==> config.mk <==
export PLATFORM = sky130hd
export DESIGN_NAME = axi4_s_bus_wr_sequencer
export DESIGN_NICKNAME = d
export VERILOG_FILES = /design/src/rtl/axi4_s_bus_wr_sequencer.sv
export SDC_FILE = /design/constraint.sdc
export NUM_CORES = 1
export LEC_CHECK = 0
export CORE_AREA = 2 2 110 112
export DETAILED_ROUTE_END_ITERATION = 12
export DIE_AREA = 0 0 112 114
export PLACE_DENSITY_LB_ADDON = 0.2
export RECOVER_POWER = 25
export SYNTH_ARGS = -nofsm -noshare
export SYNTH_HDL_FRONTEND = slang
export SYNTH_SLANG_ARGS = --single-unit
==> constraint.sdc <==
create_clock -name clk -period 3.1 [get_ports clk]
set_input_delay 0.62 -clock clk [delete_from_list [all_inputs] [get_ports clk]]
set_output_delay 0.62 -clock clk [all_outputs]
set_load 0.05 [all_outputs]
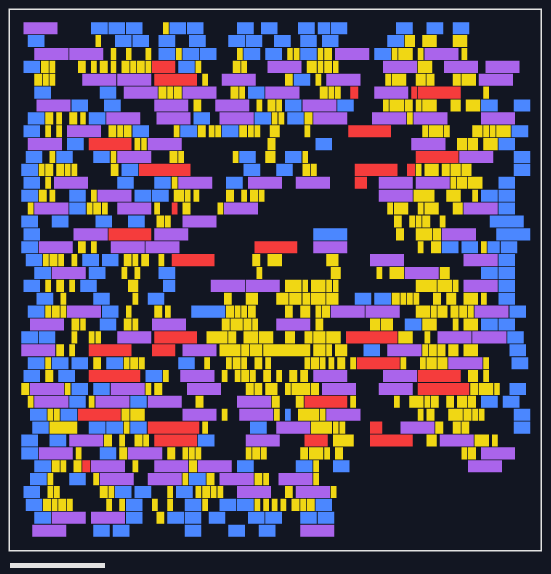
run_1/class_map.png
The bar under the picture is 20 um long.
clock drivers and dummy loads: marked red, cells 32, share of their area 9.4%. remaining buffers and delay cells: marked blue, cells 187, share of their area 27%. registers: marked purple, cells 113, share of their area 32%. remaining logic cells: marked yellow, cells 423, share of their area 31%.
core footprint: 11700 sq um
fraction of area in registers: 31.6%
# rows: 40

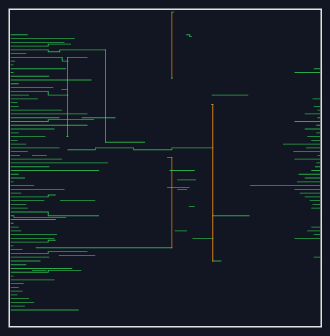
run_1/layers.png
Only two layers are drawn.
M3: marked green, wire length 1360 um. M4: marked orange, wire length 175 um.
wirelength, routed: 12.7 mm
total via count after detailed routing: 4446
overall track demand over capacity in global routing: 20.0%

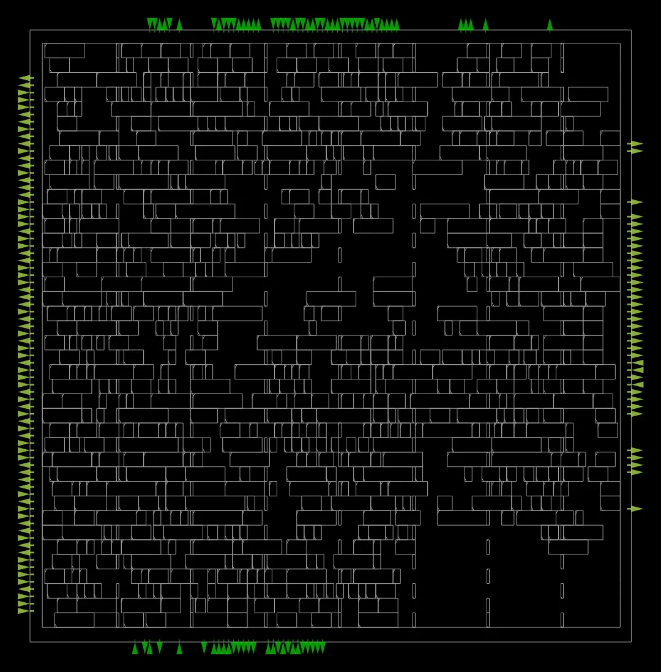
run_1/placed.png
Layout fillers: 1036
number of tap cells inserted: 147

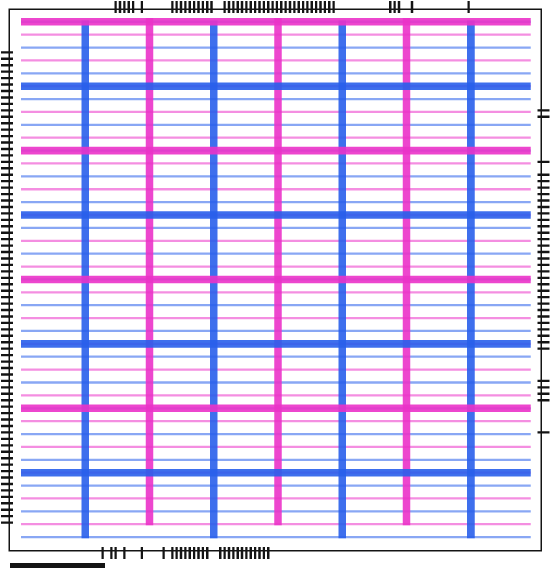
run_1/floorplan.png
The bar under the picture is 20 um long. Pins as bars on the die edge.
VSS: marked blue. VDD: marked magenta.
The core has 40 rows. 7 straps on met4. 41 met1 rails follow the rows. 8 straps on met5.
Worst IR Drop VDD: 0.606 mV
Die Height: 114 um
DIE WIDTH: 112 um

==> qor.log, run 1 <==
[synthesis] YS warnings 0
[route] First-pass DRT Iterations 4
[flow_run] Log Warnings 29
[power_and_ir_drop] Design Power 5200 uW
[run_status] result of the run completed
[final_timing] post-route fraction of the period consumed by the critical path 93.7%
[route] Post-route DRC 0
[synthesis] nets in the synthesized netlist 652
[cells_and_area] fraction of area in multi-input gates 29.8%
[cells_and_area] number of antenna cells inserted 0
[cells_and_area] Clock Buffer Count 22
[synthesis] top cells by count, synth nand2_1 (159), dfxtp_1 (113), a21oi_1 (86)
[place] placed cells 870
[synthesis] Post-Synthesis Mean Instance Area 7.99 sq um
[global_routing] maximum number of pins on one net before global-route repair 82
[synthesis] count of library flops with an enable pin 0
[synthesis] Synth Instances 570
[setup_path] Crit. path cell count 4
[final_timing] Worst Slack Setup Final 0.195 ns
[clock_tree] Inserted Clock Buffers 17
[power_and_ir_drop] power per standard cell area 726 nW/um^2
[clock_tree] setup repair bufs after CTS 0
[power_and_ir_drop] cell-internal power 3530 uW
[run 1: layer usage]
layer	track usage (%)	wire length [um]	vias to the layer above	part of all wire, %
li1	-	-	2255	-
met1	23.2	5340	2022	42
met2	32.4	5830	155	46
met3	10.1	1360	14	11
met4	6.91	174	0	1.4
met5	0	0	-	0
[run 1: power by group through the flow]
stage                     registers [uW]  logic, uW  clock network, uW
after floorplan                     2040        548                  0
after global placement              1660       1430                  0
after detailed placement            1670       1440                  0
after CTS                           1640       1450               2170
after global routing                1660       1530               2240
final                               1640       1430               2130
[run 1: cell families (layout without fill, tap and decap cells)]
family / Yosys count / in the layout
and+or+nand+nor: 271 / 271
DFF: 113 / 113
muxes: 1 / 1
adders and majority gates: 7 / 7
AOI/OAI and AO/OA: 108 / 108
buffers and inverters: 41 / 226
xor gates and xnor gates: 29 / 29
==> run 2, diff against run 1 <==
--- a/config.mk
+++ b/config.mk
@@ -5,9 +5,9 @@
 export SDC_FILE = /design/constraint.sdc
 export NUM_CORES = 1
 export LEC_CHECK = 0
-export CORE_AREA = 2 2 110 112
+export CORE_AREA = 2 2 102 104
 export DETAILED_ROUTE_END_ITERATION = 12
-export DIE_AREA = 0 0 112 114
+export DIE_AREA = 0 0 104 106
 export PLACE_DENSITY_LB_ADDON = 0.2
 export RECOVER_POWER = 25
 export SYNTH_ARGS = -nofsm -noshare
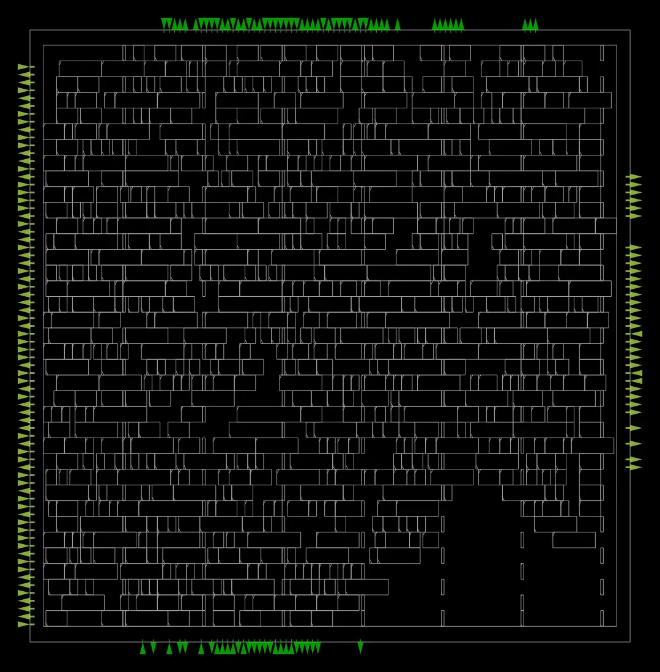
run_2/placed.png
Layout fillers: 787
core footprint: 10000 sq um
count of flip-flops and latches: 113

==> run 2 against run 1 <==
Compared with the run above:
- flip-flop count is the same
- power is essentially flat
- clock skew grew 0.0015 ns
- via count grew 1.8%
- critical path type unchanged
- wire length grew 2.1%
- worst hold slack is essentially flat
- fmax grew 0.59%
- synthesized area is the same
- global-route usage grew 3.9 points
==> qor.log, run 2 <==
[power_and_ir_drop] seq pwr 1650 uW [about the same]
[route] total via count after detailed routing 4524 [+1.8%]
[cells_and_area] fraction of area in multi-input gates 29.8% [about the same]
[floorplan] number of tap cells inserted 136 [-7.5%]
[run_status] result of the run completed
[route] First-pass DRT Iterations 4 [unchanged]
[route] detailed-route wire length on metal 1 4.88 mm [-8.6%]
[synthesis] Post-Synthesis Mean Instance Area 7.99 sq um [unchanged]
[power_and_ir_drop] combinational logic power 1400 uW [about the same]
[synthesis] nets in the synthesized netlist 652 [unchanged]
[global_routing] met3 Usage GRT 13.1% [+3.0 points]
[clock_tree] setup repair bufs after CTS 0 [unchanged]
[cells_and_area] fraction of area in registers 31.8% [+0.19 points]
[global_routing] met1 demand-to-capacity share in global routing 25.8% [+2.6 points]
[final_timing] post-route fraction of the period consumed by the critical path 93.2% [-0.55 points]
[synthesis] Synth Instances 570 [unchanged]
[cells_and_area] Clock Buffer Count 21 [-4.5%]
[global_routing] most used routing layer in global routing met2
[power_and_ir_drop] biggest power consumer among the groups clock
[clock_tree] Inserted Clock Buffers 17 [unchanged]
[route] Post-route DRC 0 [unchanged]
[global_routing] fraction of met2 tracks used by global routing 40.2% [+7.8 points]
[power_and_ir_drop] power in the clock group 2150 uW [about the same]
[synthesis] top cells by count, synth nand2_1 (159), dfxtp_1 (113), a21oi_1 (86)
[route] wirelength, routed 13.0 mm [+2.1%]
[flow_run] Log Warnings 29 [unchanged]
[floorplan] # rows 37 [-7.5%]
[power_and_ir_drop] cell-internal power 3540 uW [+0.35%]
[cells_and_area] number of antenna cells inserted 0 [unchanged]
[route] met2 layer wire length in the routed design 6.53 mm [+12%]
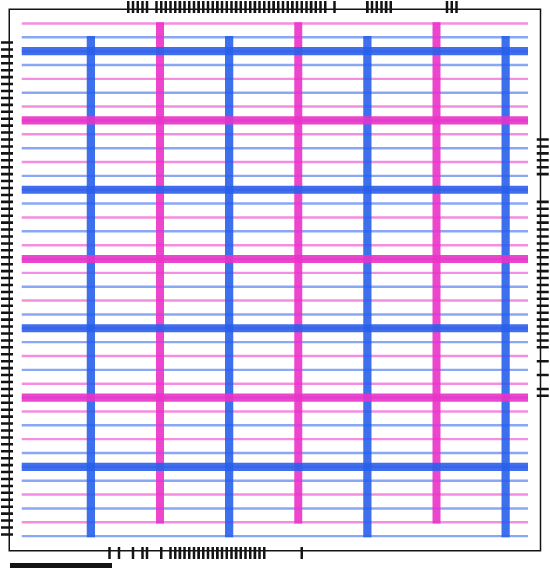
run_2/floorplan.png
The bar under the picture is 20 um long. Pins as bars on the die edge.
VSS: marked blue. VDD: marked magenta.
7 straps on met4. 38 met1 rails follow the rows. 184 signal pins sit on the boundary. 7 straps on met5. The core has 37 rows.
Die Height: 106 um
DIE WIDTH: 104 um
Worst IR Drop VDD: 0.504 mV

-- run 2: cell counts after synthesis --
Identical to the previous run, type by type.
-- run 2: metrics by stage --
| stage | setup slack [ns] | std cells | instance area (sq um) | utilization, % | total power [uW] |
|---|---|---|---|---|---|
| after detailed placement | 0.388 | 860 | 6480 | 64.8 | 3080 |
| after global placement | 0.393 | 860 | 6480 | 64.8 | 3060 |
| after global routing | 0.101 | 891 | 7120 | 71.2 | 5420 |
| after CTS | 0.137 | 891 | 7140 | 71.4 | 5250 |
| after floorplan | 0.171 | 570 | 4560 | - | 2590 |
| final | 0.212 | 891 | 7120 | 71.2 | 5200 |
-- run 2: worst max-delay path: stages, from the launching register on --
cell	delay [ns]
dfxtp_1	0.41
inv_1	0.09
ha_1	0.27
inv_1	0.13
clkdlybuf4s50_1	0.85
Power figures rest on the tool's default switching activity, not on a simulated workload.
